--- src/rtl/subsurf_pkg.sv ---
// Shared types and index constants for the subdivision-surface stage sequencer.
package subsurf_pkg;

    typedef enum logic [1:0] {
        IDLE   = 2'd0,
        LAUNCH = 2'd1,
        WAIT   = 2'd2,
        DONE   = 2'd3
    } seq_state_e;

    localparam int unsigned STG_NEIGHBOR = 0;
    localparam int unsigned STG_AVERAGER = 1;

    localparam int unsigned RAM_OBJ = 0;
    localparam int unsigned RAM_NBR = 1;
    localparam int unsigned RAM_RES = 2;

    localparam int unsigned CNT_W = 32;

    // A stage owns the RAM ports only while it is launching or being waited on.
    function automatic logic owns_ram(input seq_state_e s);
        return (s == LAUNCH) || (s == WAIT);
    endfunction

endpackage

--- src/rtl/subsurf_ram_mux.sv ---
// Combinational NUM_STAGES:1 RAM request bundle mux; all outputs forced to 0 when not valid.
module subsurf_ram_mux
    import subsurf_pkg::*;
#(
    parameter int unsigned NUM_STAGES = 3,
    parameter int unsigned NUM_RAMS   = 3,
    parameter int unsigned ADDR_W     = 9,
    parameter int unsigned DATA_W     = 32,
    parameter int unsigned WE_W       = 4,
    parameter int unsigned SEL_W      = 2
) (
    input  logic                                 valid,
    input  logic [SEL_W-1:0]                     sel,
    input  logic [NUM_STAGES*NUM_RAMS-1:0]        s_en,
    input  logic [NUM_STAGES*NUM_RAMS*ADDR_W-1:0] s_a,
    input  logic [NUM_STAGES*NUM_RAMS*WE_W-1:0]   s_we,
    input  logic [NUM_STAGES*NUM_RAMS*DATA_W-1:0] s_di,
    output logic [NUM_RAMS-1:0]                   en,
    output logic [NUM_RAMS*ADDR_W-1:0]            a,
    output logic [NUM_RAMS*WE_W-1:0]              we,
    output logic [NUM_RAMS*DATA_W-1:0]            di
);

    // Bundles are stage-major, so each stage's request is one contiguous slice.
    always_comb begin : bundle_mux
        en = '0;
        a  = '0;
        we = '0;
        di = '0;
        for (int k = 0; k < NUM_STAGES; k++) begin
            if (valid && (sel == SEL_W'(k))) begin
                en = s_en[k*NUM_RAMS +: NUM_RAMS];
                a  = s_a[k*NUM_RAMS*ADDR_W +: NUM_RAMS*ADDR_W];
                we = s_we[k*NUM_RAMS*WE_W +: NUM_RAMS*WE_W];
                di = s_di[k*NUM_RAMS*DATA_W +: NUM_RAMS*DATA_W];
            end
        end
    end

endmodule

--- src/rtl/subsurf_stage_seq.sv ---
// In-order stage sequencer and shared RAM-port arbiter for the subdivision-surface top.
// Optional watchdog abort is built when SUBSURF_SEQ_TIMEOUT_EN is defined.
module subsurf_stage_seq
    import subsurf_pkg::*;
#(
    parameter int unsigned NUM_STAGES = 3,
    parameter int unsigned NUM_RAMS   = 3,
    parameter int unsigned ADDR_W     = 9,
    parameter int unsigned DATA_W     = 32,
    parameter int unsigned WE_W       = 4,
    parameter int unsigned START_LEN  = 3,
    parameter int unsigned TIMEOUT    = 4096
) (
    input  logic                                 clk,
    input  logic                                 rst,
    input  logic                                 start,
    input  logic [NUM_STAGES-1:0]                 stage_mask,
    input  logic [CNT_W-1:0]                      vertex_cnt_i,
    input  logic [CNT_W-1:0]                      face_cnt_i,
    output logic [CNT_W-1:0]                      vertex_cnt_o,
    output logic [CNT_W-1:0]                      face_cnt_o,
    output logic [NUM_STAGES-1:0]                 stage_start,
    input  logic [NUM_STAGES-1:0]                 stage_busy,
    input  logic [NUM_STAGES*NUM_RAMS-1:0]        s_en,
    input  logic [NUM_STAGES*NUM_RAMS*ADDR_W-1:0] s_a,
    input  logic [NUM_STAGES*NUM_RAMS*WE_W-1:0]   s_we,
    input  logic [NUM_STAGES*NUM_RAMS*DATA_W-1:0] s_di,
    output logic [NUM_RAMS-1:0]                   en,
    output logic [NUM_RAMS*ADDR_W-1:0]            a,
    output logic [NUM_RAMS*WE_W-1:0]              we,
    output logic [NUM_RAMS*DATA_W-1:0]            di,
    output logic                                  busy,
    output logic                                  done,
    output logic                                  err
);

    localparam int unsigned CUR_W = (NUM_STAGES > 1) ? $clog2(NUM_STAGES) : 1;
    localparam int unsigned LEN_W = (START_LEN > 1) ? $clog2(START_LEN) : 1;

    if ((START_LEN < 1) || (TIMEOUT < 1)) begin : g_param_check
        $error("subsurf_stage_seq: START_LEN and TIMEOUT must be >= 1");
    end

    seq_state_e            state_q, state_d;
    logic [CUR_W-1:0]      cur_q, cur_d;
    logic [LEN_W-1:0]      len_q, len_d;
    logic [NUM_STAGES-1:0] mask_q, mask_d;
    logic [CNT_W-1:0]      vcnt_d, fcnt_d;
    logic [NUM_STAGES-1:0] stage_start_d;
    logic                  busy_d, done_d;

    logic [CUR_W-1:0]      first_idx, next_idx;
    logic                  next_found, cur_busy;

`ifdef SUBSURF_SEQ_TIMEOUT_EN
    localparam int unsigned WD_W = $clog2(TIMEOUT + 1);
    logic [WD_W-1:0] wd_q;
    logic            err_d;
`endif

    // Lowest set bit of the incoming mask, lowest latched bit above cur, busy of cur.
    always_comb begin : bit_search
        first_idx  = '0;
        next_idx   = '0;
        next_found = 1'b0;
        cur_busy   = 1'b0;
        for (int k = NUM_STAGES - 1; k >= 0; k--) begin
            if (stage_mask[k]) begin
                first_idx = CUR_W'(k);
            end
            if (mask_q[k] && (k > int'(cur_q))) begin
                next_idx   = CUR_W'(k);
                next_found = 1'b1;
            end
            if (cur_q == CUR_W'(k)) begin
                cur_busy = stage_busy[k];
            end
        end
    end

    always_comb begin : next_state
        state_d = state_q;
        cur_d   = cur_q;
        len_d   = len_q;
        mask_d  = mask_q;
        vcnt_d  = vertex_cnt_o;
        fcnt_d  = face_cnt_o;
`ifdef SUBSURF_SEQ_TIMEOUT_EN
        err_d   = err;
`endif
        unique case (state_q)
            IDLE: begin
                if (start) begin
                    mask_d = stage_mask;
                    vcnt_d = vertex_cnt_i;
                    fcnt_d = face_cnt_i;
                    len_d  = '0;
`ifdef SUBSURF_SEQ_TIMEOUT_EN
                    err_d  = 1'b0;
`endif
                    if (|stage_mask) begin
                        state_d = LAUNCH;
                        cur_d   = first_idx;
                    end else begin
                        state_d = DONE;
                    end
                end
            end
            LAUNCH: begin
                if (len_q == LEN_W'(START_LEN - 1)) begin
                    state_d = WAIT;
                    len_d   = '0;
                end else begin
                    len_d = len_q + LEN_W'(1);
                end
            end
            WAIT: begin
                if (!cur_busy) begin
                    if (next_found) begin
                        state_d = LAUNCH;
                        cur_d   = next_idx;
                    end else begin
                        state_d = DONE;
                    end
                end
`ifdef SUBSURF_SEQ_TIMEOUT_EN
                else if (wd_q == WD_W'(TIMEOUT - 1)) begin
                    err_d   = 1'b1;
                    state_d = DONE;
                end
`endif
            end
            DONE: begin
                state_d = IDLE;
            end
            default: begin
                state_d = IDLE;
            end
        endcase

        // Registered outputs are derived from the next state so they line up with it.
        for (int k = 0; k < NUM_STAGES; k++) begin
            stage_start_d[k] = (state_d == LAUNCH) && (cur_d == CUR_W'(k));
        end
        busy_d = owns_ram(state_d);
        done_d = (state_d == DONE);
    end

    always_ff @(posedge clk) begin : seq_regs
        if (rst) begin
            state_q      <= IDLE;
            cur_q        <= '0;
            len_q        <= '0;
            mask_q       <= '0;
            vertex_cnt_o <= '0;
            face_cnt_o   <= '0;
            stage_start  <= '0;
            busy         <= 1'b0;
            done         <= 1'b0;
        end else begin
            state_q      <= state_d;
            cur_q        <= cur_d;
            len_q        <= len_d;
            mask_q       <= mask_d;
            vertex_cnt_o <= vcnt_d;
            face_cnt_o   <= fcnt_d;
            stage_start  <= stage_start_d;
            busy         <= busy_d;
            done         <= done_d;
        end
    end

`ifdef SUBSURF_SEQ_TIMEOUT_EN
    // Watchdog counts consecutive WAIT cycles; any other state clears it.
    always_ff @(posedge clk) begin : watchdog
        if (rst) begin
            wd_q <= '0;
            err  <= 1'b0;
        end else begin
            wd_q <= (state_q == WAIT) ? wd_q + WD_W'(1) : '0;
            err  <= err_d;
        end
    end
`else
    assign err = 1'b0;
`endif

    subsurf_ram_mux #(
        .NUM_STAGES (NUM_STAGES),
        .NUM_RAMS   (NUM_RAMS),
        .ADDR_W     (ADDR_W),
        .DATA_W     (DATA_W),
        .WE_W       (WE_W),
        .SEL_W      (CUR_W)
    ) u_ram_mux (
        .valid (owns_ram(state_q)),
        .sel   (cur_q),
        .s_en  (s_en),
        .s_a   (s_a),
        .s_we  (s_we),
        .s_di  (s_di),
        .en    (en),
        .a     (a),
        .we    (we),
        .di    (di)
    );

endmodule

--- config.mk ---
export PLATFORM = sky130hd
export DESIGN_NAME = subsurf_stage_seq
export DESIGN_NICKNAME = d
export VERILOG_FILES = /design/src/rtl/subsurf_pkg.sv /design/src/rtl/subsurf_ram_mux.sv /design/src/rtl/subsurf_stage_seq.sv
export SDC_FILE = /design/constraint.sdc
export NUM_CORES = 1
export LEC_CHECK = 0
export CORE_AREA = 2 2 273 275
export DETAILED_ROUTE_END_ITERATION = 8
export DIE_AREA = 0 0 275 277
export SLEW_MARGIN = 20
export SYNTH_ARGS = -nofsm -noshare
export SYNTH_HDL_FRONTEND = slang
export SYNTH_HIERARCHICAL = 1
export SYNTH_SLANG_ARGS = --single-unit
--- constraint.sdc ---
create_clock -name clk -period 2.1 [get_ports clk]
set_input_delay 0.42 -clock clk [delete_from_list [all_inputs] [get_ports clk]]
set_output_delay 0.42 -clock clk [all_outputs]
set_load 0.02 [all_outputs]
Run 1, I/O pins on the die edge:
Drawn at 1.5 px/um. Pins as bars across the die edge, other pins in gray.
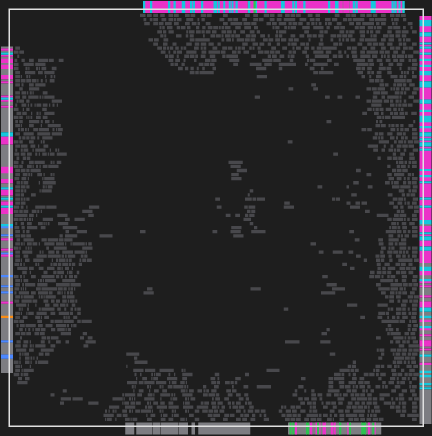
legend:
  blue:
    port: s_en
    pins: 9
    direction: input
    edge: west
  orange:
    port: start
    pins: 1
    direction: input
    edge: west
  cyan:
    port: di
    pins: 96
    direction: output
    edge: 52 east, 36 north, 8 west
  green:
    port: we
    pins: 12
    direction: output
    edge: 11 south, 1 north
  magenta:
    port: s_di
    pins: 288
    direction: input
    edge: 147 north, 96 east, 33 west, 12 south
all pins by edge: 200 east, 189 north, 160 west, 146 south
Die X-Extent: 275 um
tally of buffers added on design ports: 693

Run 1, routed metal per tile:
Drawn at 1.5 px/um. The die is cut into 28 by 28 equal tiles; dark blue is low, red is high, scaled to the fullest tile. Values are wire area over tile area, all layers added.
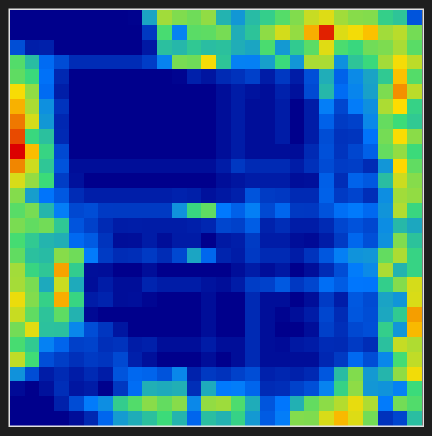
fullest tile: 0.49
emptiest ninth of the die: center
tiles over half the peak: 18%
densest ninth of the die: north-east
mean over tiles: 0.11
nearly empty tiles: 18%

==> deck_impl_summary.md, run 1 <==
Synthesis and Place & Route Summary

Run status
  • Status: finished, violations left
  • Failing checks: negative setup slack

Cells and area
  • Fillers: 7896
  • Logic share of the area: 31.18%
  • Ratio of cells with drive above 1 in the final layout: between 20% and 30%
  • Seq area share: 8.224%
  • Flip-flops: 77
  • Most instantiated logic cells after routing: 554 x clkdlybuf4s50_1, 163 x buf_6, 138 x nand3b_1, 135 x nand2_1, 123 x o21ai_1
  • Non-Clock Buffer Count: ~890
  • Nets: ~2300
  • Final core utilization: 25.64%
  • Final Cell Area: roughly 19000 um2
  • Final cell count without fillers: approximately 2800
  • Clock Buffer Count: 10
  • Inverters: 4
  • Comb gates: 814
  • Storage cell area: 1551 um2
  • P&R area growth vs syn: 151.9%
  • Biggest Area Class: buffers

Timing
  • Final Hold Fails: 0
  • RSZ-0062 raised after global routing: yes
  • Max Fclk: 417.5 MHz
  • Period minus WS final: 2395 ps
  • Setup_tns: -23090 ps
  • Hold slack: 451.9 ps
  • Final setup violation count: 137
  • Slew @ Worst Pin: 513.4 ps
  • Setup Skew: 11.50 ps
  • Fin crit share: 114.1%
  • Final WS setup: -295.1 ps

Yosys
  • Ys Warns: 6
  • Flip-flops with a built-in enable: 0
  • Cell area leaders: dfxtp_1 21%, mux2i_1 19%, nand3b_1 14%, and2_1 12%, nand2_1 6.8%
  • Post-Syn Instances: 998
  • Synth Flop Type: dfxtp_1
  • Cell Type Count: 41
  • Mux frac, synth: 18.73%
  • Compound Share, Synth: 15.45%
  • Top non-seq family: simple AND/OR/NAND/NOR gates
  • Adder Area Share: 0.8353%
  • Synth top cells by count: 140 x and2_1, 139 x mux2i_1, 138 x nand3b_1, 136 x nand2_1, 101 x o21ai_1
  • Most common cell in the netlist: and2_1
  • Top cell area share: 20.58%

Min path
  • Hold Crit Depth: 2
  • HP Start: vertex_cnt_o[10]
  • Hold path endpoint: vertex_cnt_o[10]

Pwr
  • Net Sw Power: 8.200 mW
  • VDD IR-drop max: 0.0006869 V
  • Flop+latch power: approximately 2.0 mW
  • Power Dens Cells: 1016 nW/um2
  • Max power group: combinational logic
  • Sw Share: around 43%
  • Sequential Power Share: 10.2%

Critical path
  • Delay-heaviest family, CP: buffers and inverters
  • Critical Path End Type: output pin
  • Startpoint Class: flip-flop
  • CP Cell Sequence: buf_12 > clkbuf_16 > buf_12 > buf_6 > mux2i_1 > o21ai_2 > and2_4 > buf_6
  • Crit path DRT: 1680 ps
  • Critical Path Stages: 8
  • Kind of critical path: reg2out
  • Worst EP arrival: 1980 ps
  • Critical Path Fanout Max: 8
  • Reg2reg end: stage_start[1]

Die
  • FP Util: between 10% and 20%
  • Core Footprint: 73570 um2
  • FP Rows: 100
  • Tap Cells: between 900 and 1000
  • DIE AREA: 76180 um2

Detailed routing
  • Metal3 WL: 4807 um
  • Met2 WL post-DR: 25770 um
  • Top sig layer: met5
  • Drt pass-1 iters: 4
  • Vias per cell: around 3.7
  • Iteration-0 DRC Markers: 322

Clock network
  • Insertion Delay late pin: 360 ps
  • CTS buffer count: 9
  • Clock sink count: 77
  • Hold Buf Count CTS: 0
  • CTS resizes: 784
  • Max Root-Sink Buffers: 2
  • Post-CTS repair timing setup buffer count: 46

Placement
  • Setup slack at placement: -836.1 ps
  • Area post-placement: 16140 um2

Flow run
  • OpenROAD warning count: 31

GRT
  • Largest net degree at the start of global routing: 45
  • Layer with the highest usage: met2
  • All-Layer GR Usage: approximately an eighth
  • Global routing usage on met1: between 10 and 15%
Run 1, the metal 2 layer:
Drawn at 1.5 px/um. Cells faint in the background.
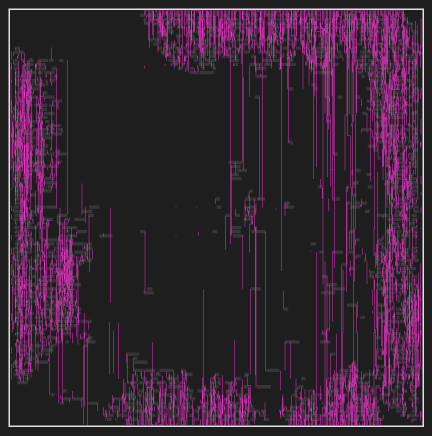
nets with wire on the layer: 1871
share of all routed wire: 50%
DR vias: 10230
met2 Track Usage GR: 22.11%
drt total wl: 52040 um

==> run 2, diff against run 1 <==
--- a/config.mk
+++ b/config.mk
@@ -6,6 +6,7 @@
 export NUM_CORES = 1
 export LEC_CHECK = 0
 export CORE_AREA = 2 2 273 275
+export CTS_CLUSTER_SIZE = 14
 export DETAILED_ROUTE_END_ITERATION = 8
 export DIE_AREA = 0 0 275 277
 export SLEW_MARGIN = 20
Run 2, the metal 2 layer:
Drawn at 1.5 px/um. Cells faint in the background.
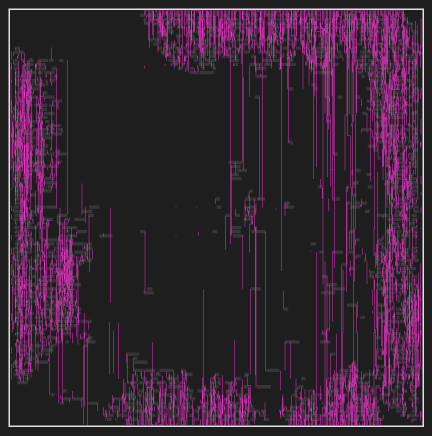
nets with wire on the layer: 1871
longest straight run: 172 um
share of all routed wire: 50%
wire length on this layer: 25.8 mm
main direction: vertical

==> run 2 against run 1 <==
Net effect:
- the run still ends with negative setup slack left
- maximum frequency did not move
- die size unchanged
- global-route usage unchanged
- routed wire length unchanged
- worst setup slack unchanged
- sequential power barely moved
- clock power hardly changed
- first-iteration DRC count unchanged
- clock-buffer cell count unchanged
- critical path depth unchanged
- clock skew is the same
==> deck_impl_summary.md, run 2 <==
Synthesis and Place & Route Summary

Detailed routing
  • Top sig layer: met5 (unchanged)
  • Vias per cell: 3.688 (unchanged)
  • Drt pass-1 iters: 4 (unchanged)
  • Drt total wl: 52040 um (unchanged)
  • Iteration-0 DRC Markers: 322 (unchanged)
  • DR vias: 10230 (unchanged)
  • Met2 WL post-DR: 25770 um (unchanged)
  • Metal3 WL: 4807 um (unchanged)

Min path
  • Hold path endpoint: vertex_cnt_o[10] (unchanged)
  • Hold Crit Depth: 2 (unchanged)

Pwr
  • Power Dens Cells: 1016 nW/um2 (unchanged)
  • Sw Share: 42.76% (unchanged)
  • VDD IR-drop max: 0.0006869 V (unchanged)
  • Net Sw Power: 8.200 mW (unchanged)
  • Sequential Power Share: 10.2% (about the same)
  • Max power group: combinational logic (unchanged)
  • Flop+latch power: 1.96 mW (about the same)

Die
  • Die X-Extent: 275 um (unchanged)
  • Core Footprint: 73570 um2 (unchanged)
  • FP Util: 10.18% (unchanged)
  • DIE AREA: 76180 um2 (unchanged)
  • Tap Cells: 969 (unchanged)
  • FP Rows: 100 (unchanged)

Cells and area
  • P&R area growth vs syn: 151.9% (unchanged)
  • Biggest Area Class: buffers (unchanged)
  • # diodes: 5 (unchanged)
  • Comb gates: 814 (unchanged)
  • Clock Buffer Count: 10 (unchanged)
  • Logic share of the area: 31.18% (unchanged)
  • Non-Clock Buffer Count: 890 (unchanged)
  • Final core utilization: 25.64% (unchanged)
  • Final Cell Area: 18870 um2 (unchanged)
  • Fillers: 7896 (unchanged)
  • Storage cell area: 1551 um2 (unchanged)
  • Final cell count without fillers: 2775 (unchanged)
  • Inverters: 4 (unchanged)
  • Ratio of cells with drive above 1 in the final layout: 26.26% (unchanged)
  • Nets: 2288 (unchanged)

Timing
  • RSZ-0062 raised after global routing: yes (unchanged)
  • Fin crit share: 114.1% (unchanged)
  • Final Hold Fails: 0 (unchanged)
  • Period minus WS final: 2395 ps (unchanged)
  • Slew @ Worst Pin: 513.4 ps (unchanged)
  • Final setup violation count: 137 (unchanged)
  • Setup_tns: -23090 ps (unchanged)
  • Setup Skew: 11.50 ps (unchanged)
  • Final WS setup: -295.1 ps (unchanged)
  • Hold slack: 451.9 ps (unchanged)
  • Max Fclk: 417.5 MHz (unchanged)

Placement
  • Setup slack at placement: -836.1 ps (unchanged)
  • Area post-placement: 16140 um2 (unchanged)
  • Tally of buffers added on design ports: 693 (unchanged)

Yosys
  • Adder Area Share: 0.8353% (unchanged)
  • Cell area leaders: dfxtp_1 21%, mux2i_1 19%, nand3b_1 14%, and2_1 12%, nand2_1 6.8% (unchanged)
  • Flip-flops with a built-in enable: 0 (unchanged)
  • Synth top cells by count: 140 x and2_1, 139 x mux2i_1, 138 x nand3b_1, 136 x nand2_1, 101 x o21ai_1 (unchanged)
  • Post-Syn Instances: 998 (unchanged)
  • Post-synth area from yosys stat: 7490 um2 (unchanged)
  • Most common cell in the netlist: and2_1 (unchanged)
  • Top non-seq family: simple AND/OR/NAND/NOR gates (unchanged)
  • Synth Flop Type: dfxtp_1 (unchanged)
  • Top cell area share: 20.58% (unchanged)
  • Mux frac, synth: 18.73% (unchanged)
  • Ys Warns: 6 (unchanged)
  • Compound Share, Synth: 15.45% (unchanged)
  • Cell Type Count: 41 (unchanged)

GRT
  • Met2 Track Usage GR: 22.11% (unchanged)
  • GR Overflow Total: 0 (unchanged)
  • All-Layer GR Usage: 12.55% (unchanged)
  • Largest net degree at the start of global routing: 45 (unchanged)
  • Global routing usage on met1: 14.63% (unchanged)

Clock network
  • Insertion Delay late pin: 360 ps (about the same)
  • Clock transition at path regs: 60 ps (about the same)
  • CTS resizes: 784 (unchanged)
  • Clock sink count: 77 (unchanged)
  • Post-CTS repair timing setup buffer count: 46 (unchanged)
  • Hold Buf Count CTS: 0 (unchanged)
  • Max Root-Sink Buffers: 2 (unchanged)
  • H-Tree Level Count: 3 (unchanged)

Critical path
  • Critical Path Fanout Max: 8 (unchanged)
  • Critical Path Stages: 8 (unchanged)
  • CP max stage cell: dfxtp_4 (unchanged)
  • Critical Path End Type: output pin (unchanged)
  • Buf+Inv Stages, Crit Path: 5 (unchanged)
  • CP Cell Sequence: buf_12 > clkbuf_16 > buf_12 > buf_6 > mux2i_1 > o21ai_2 > and2_4 > buf_6 (unchanged)
  • Kind of critical path: reg2out (unchanged)
  • Startpoint Class: flip-flop (unchanged)
  • Reg2reg end: stage_start[1] (unchanged)
  • Crit path DRT: 1680 ps (about the same)
  • Worst EP arrival: 1980 ps (about the same)
  • Delay-heaviest family, CP: buffers and inverters (unchanged)

Flow run
  • OpenROAD warning count: 31 (unchanged)

Run status
  • Failing checks: negative setup slack (unchanged)
  • Status: finished, violations left (unchanged)
Run 2, met3 routing:
Drawn at 1.5 px/um. Cells faint in the background.
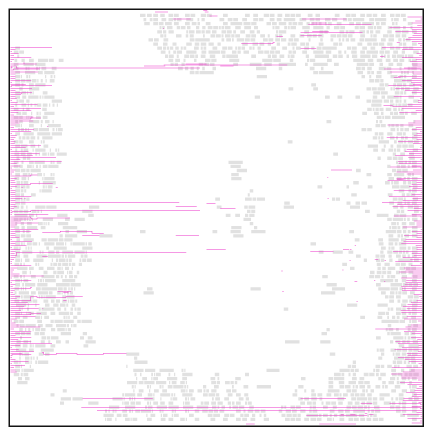
share of all routed wire: 9.2%
wire length on this layer: 4810 um
longest straight run: 226 um
M3 GR Usage: 4.058%

Power is estimated from default activity; no workload was simulated.
